### Signal wires on met4, run 1

Supply wires on this layer in gray. Cells faint in the background.
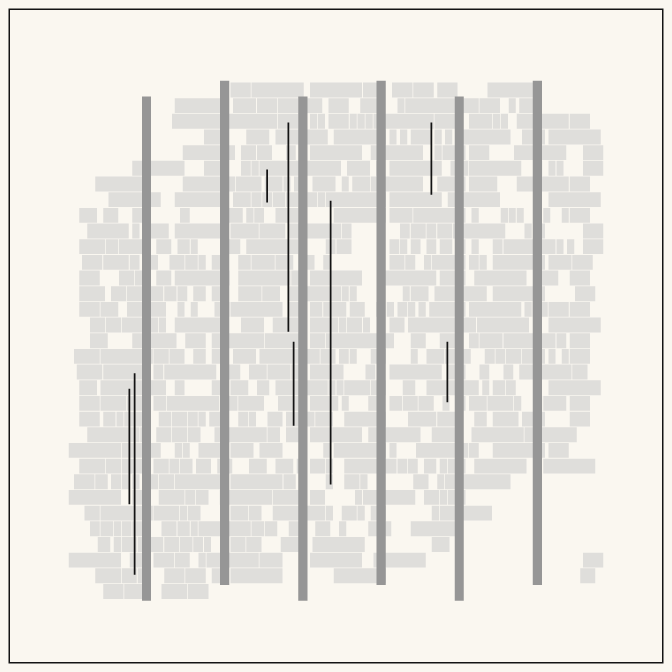
### Metal 3, run 1

Scale bar: 20 um.
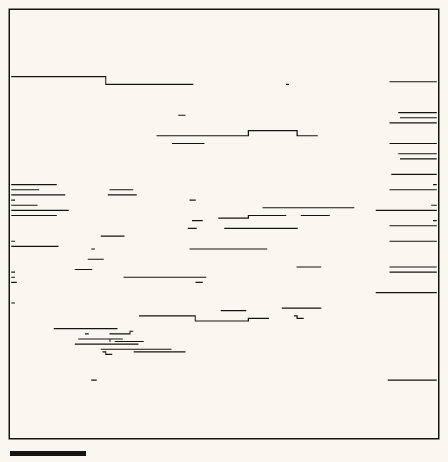
### Sizing map, run 1

Scale bar: 20 um.
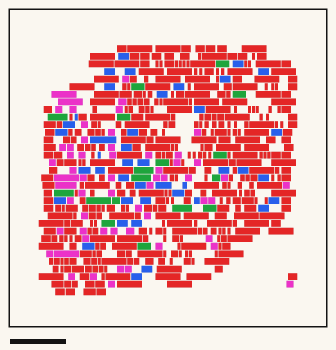
==> config.mk <==
export PLATFORM = sky130hd
export DESIGN_NAME = score_bcd_conv_flat
export DESIGN_NICKNAME = d
export VERILOG_FILES = /design/src/rtl/score_bcd_if.sv /design/src/rtl/score_bcd_conv.sv /design/src/flat_wrapper.sv
export SDC_FILE = /design/constraint.sdc
export NUM_CORES = 1
export LEC_CHECK = 0
export CORE_MARGIN = 10
export CORE_UTILIZATION = 50
export CTS_BUF_LIST = sky130_fd_sc_hd__clkbuf_4 sky130_fd_sc_hd__clkbuf_8 sky130_fd_sc_hd__clkbuf_16
export CTS_CLUSTER_DIAMETER = 120
export CTS_CLUSTER_SIZE = 40
export DETAILED_ROUTE_END_ITERATION = 7
export PLACE_DENSITY = 0.76
export SLEW_MARGIN = 15
export SYNTH_ARGS = -nofsm -noshare
export SYNTH_HDL_FRONTEND = slang
export SYNTH_SLANG_ARGS = --single-unit
==> constraint.sdc <==
create_clock -name clk -period 2.1 [get_ports clk]
set_clock_uncertainty 0.1 [all_clocks]
set_input_delay 0.42 -clock clk [delete_from_list [all_inputs] [get_ports clk]]
set_output_delay 0.42 -clock clk [all_outputs]
set_load 0.02 [all_outputs]
==> results.cfg, run 1 <==
; synthesis and place-and-route metrics
[setup_path]
max_stage_delay_ps = 440
worst-r2r-cell-count = 7
slowest_stage = o311a_4
cp_data_required_time_ps = 2250
worstSetupEndpointType = register
cp_max_fo = 16

[clocking]
worstSkewPairLatency_ps = 370
cts_buffers = 9
cts_root_buffer = clkbuf_8
clock-sinks = 90
clkTransAtPathRegs_ps = 90

[final_layout]
largestClassByArea = registers
num-fill-cells = 626
comb_area_share_pct = 34.7
final_cell_mix = dfrtp_1, nand2_1, buf_4
lay_top_count = dfrtp_1
nNonClkBuffers = 113
seq_cell_count = 90
clkCellAreaFrac_pct = 3.17
comb_area_mm2 = 0.00199
comb_cells = 288
drive_above_1_share_pct = 22.1
final_nets = 556

[hold_path]
worst_hold_path_type = in2reg
min_path_cells = 3

[yosys]
top_cells_by_area = dfrtp_1, mux2_2, ha_1
top_cells_by_count = dfrtp_1, nand2_1, nor2_1
synth_flops = 90
mux_share_pct = 6.49
ys_sh_aoi_pct = 14.1
simple_gate_area_share_pct = 14.8
floorplan.nets = 454
yosysTopAreaCellShare_pct = 51.9
top_logic_kind = simple AND/OR/NAND/NOR gates
seq_area_frac_synth_pct = 51.9
yosysMostFrequentCell = dfrtp_1
avgSynthCellArea_um2 = 10.3
synth_cell_types = 42
edf_count = 0

[detailed_routing]
drc = 0
ant_nets = 0
initialDrtViolationCount = 183
dr_wl_met2_um = 5290

[place]
dp_cells = 612
post_dp_cell_area_mm2 = 0.00536

[global_routing]
globalRouteMet2Util_pct = 27.7
grt_pass1_wl_um = 17800
first_global_vias = 3613
grt_max_degree = 36
use_met1_pct = 20.2
overflow = 0

[sta]
slew_viol_final = 0
fin_tns_setup_ps = 0
holdWs_ps = 334
slew_headroom_pct = 74.7
final_hold_viol_count = 0

[power]
sequentialPowerShare_pct = 42.7
switching_share_pct = 36.9
p_comb_w = 0.00243

[floorplanning]
fp.dieW_um = 113
core_area_mm2 = 0.00834
taps = 105

[flow_run]
drv_cap = 0
warnings = 31

[status]
status = complete, no violations
Notes on 'Signal wires on met4' above:
The longest straight run is 49.0 um. The layer holds 1.7% of the routed length. The wires run mostly vertical. The layer carries 182 um of wire.
aggregate routed wire length: 10,800 um
via count: 3,574

Notes on 'Metal 3' above:
The longest straight run is 24.8 um. The layer holds 6.3% of the routed length. The layer carries 687 um of wire. The wires run mostly horizontal.
met3 usage: 4.07%

Notes on 'Sizing map' above:
x2: shown in blue, cells 41, share 7.7%. x6 and larger: shown in green, cells 17, share 3.2%. x1 and smaller: shown in red, cells 413, share 78%. x3 and x4: shown in magenta, cells 59, share 11%.
area grow syn2layout: 31.9%
setup ws final: 26.6 ps
cell area after layout: 0.00572 mm^2

### Metal layers overlaid, run 1

Scale bar: 20 um.
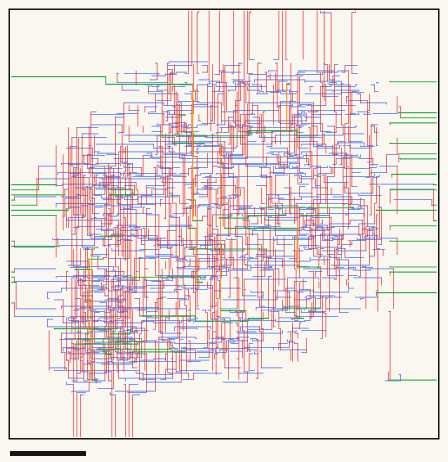

==> inputs of run 2 (changes only) <==
--- a/config.mk
+++ b/config.mk
@@ -5,7 +5,7 @@
 export SDC_FILE = /design/constraint.sdc
 export NUM_CORES = 1
 export LEC_CHECK = 0
-export CORE_MARGIN = 10
+export CORE_MARGIN = 2
 export CORE_UTILIZATION = 50
 export CTS_BUF_LIST = sky130_fd_sc_hd__clkbuf_4 sky130_fd_sc_hd__clkbuf_8 sky130_fd_sc_hd__clkbuf_16
 export CTS_CLUSTER_DIAMETER = 120
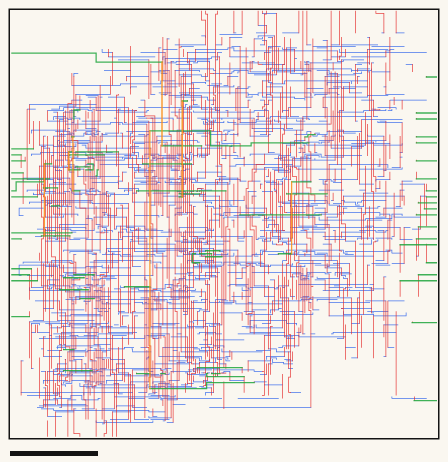
*Metal layers overlaid, run 2*
Scale bar: 20 um.
M2: shown in red, wire length 5,560 um. M1: shown in blue, wire length 4,620 um. M4: shown in orange, wire length 148 um. M3: shown in green, wire length 463 um.
via count: 3,619
WL/cell: 16.9 um

==> run 2 against run 1 <==
Area after synthesis unchanged. Cell count is 0.47% higher. Non-clock buffer count rose by 3. Cell area rose by 1.7%. Worst hold slack improved by 1.9 ps. First-iteration DRC count decreased by 19%. Power increased by 4.6%. Largest cell class unchanged. Largest power group unchanged. Highest routed layer unchanged.
==> results.cfg, run 2 <==
; synthesis and place-and-route metrics
[yosys]
floorplan.nets = 454
top_logic_kind = simple AND/OR/NAND/NOR gates
seq_area_frac_synth_pct = 51.9
top_cells_by_count = dfrtp_1, nand2_1, nor2_1
ys_sh_aoi_pct = 14.1
mux_share_pct = 6.49
synth_flops = 90
avgSynthCellArea_um2 = 10.3
edf_count = 0
synth_cell_types = 42

[place]
dp_cells = 615
post_dp_cell_area_mm2 = 0.00537

[power]
p_comb_w = 0.00254

[final_layout]
drive_above_1_share_pct = 23.5
seq_cell_count = 90
comb_cells = 288
comb_area_share_pct = 35.2
final_cell_mix = dfrtp_1, nand2_1, buf_4
lay_top_count = dfrtp_1
final_cell_area_mm2 = 0.00582
largestClassByArea = registers
final_nets = 559
comb_area_mm2 = 0.00205

[flow_run]
warnings = 30

[sta]
holdWs_ps = 336
slew_headroom_pct = 65.5
slew_viol_final = 0
fin_tns_setup_ps = 0

[status]
status = complete, no violations

[global_routing]
grt_pass1_wl_um = 17000
globalRouteMet2Util_pct = 38.1

[setup_path]
worstSetupEndpointType = register
slowest_stage = clkdlybuf4s50_1
max_stage_delay_ps = 520
cp_max_fo = 10

[hold_path]
worst_hold_path_type = in2reg

[detailed_routing]
wl_um = 10800
ant_nets = 0

[clocking]
cts_buffers = 9
clkTransAtPathRegs_ps = 90
Power and IR drop assume default switching activity.
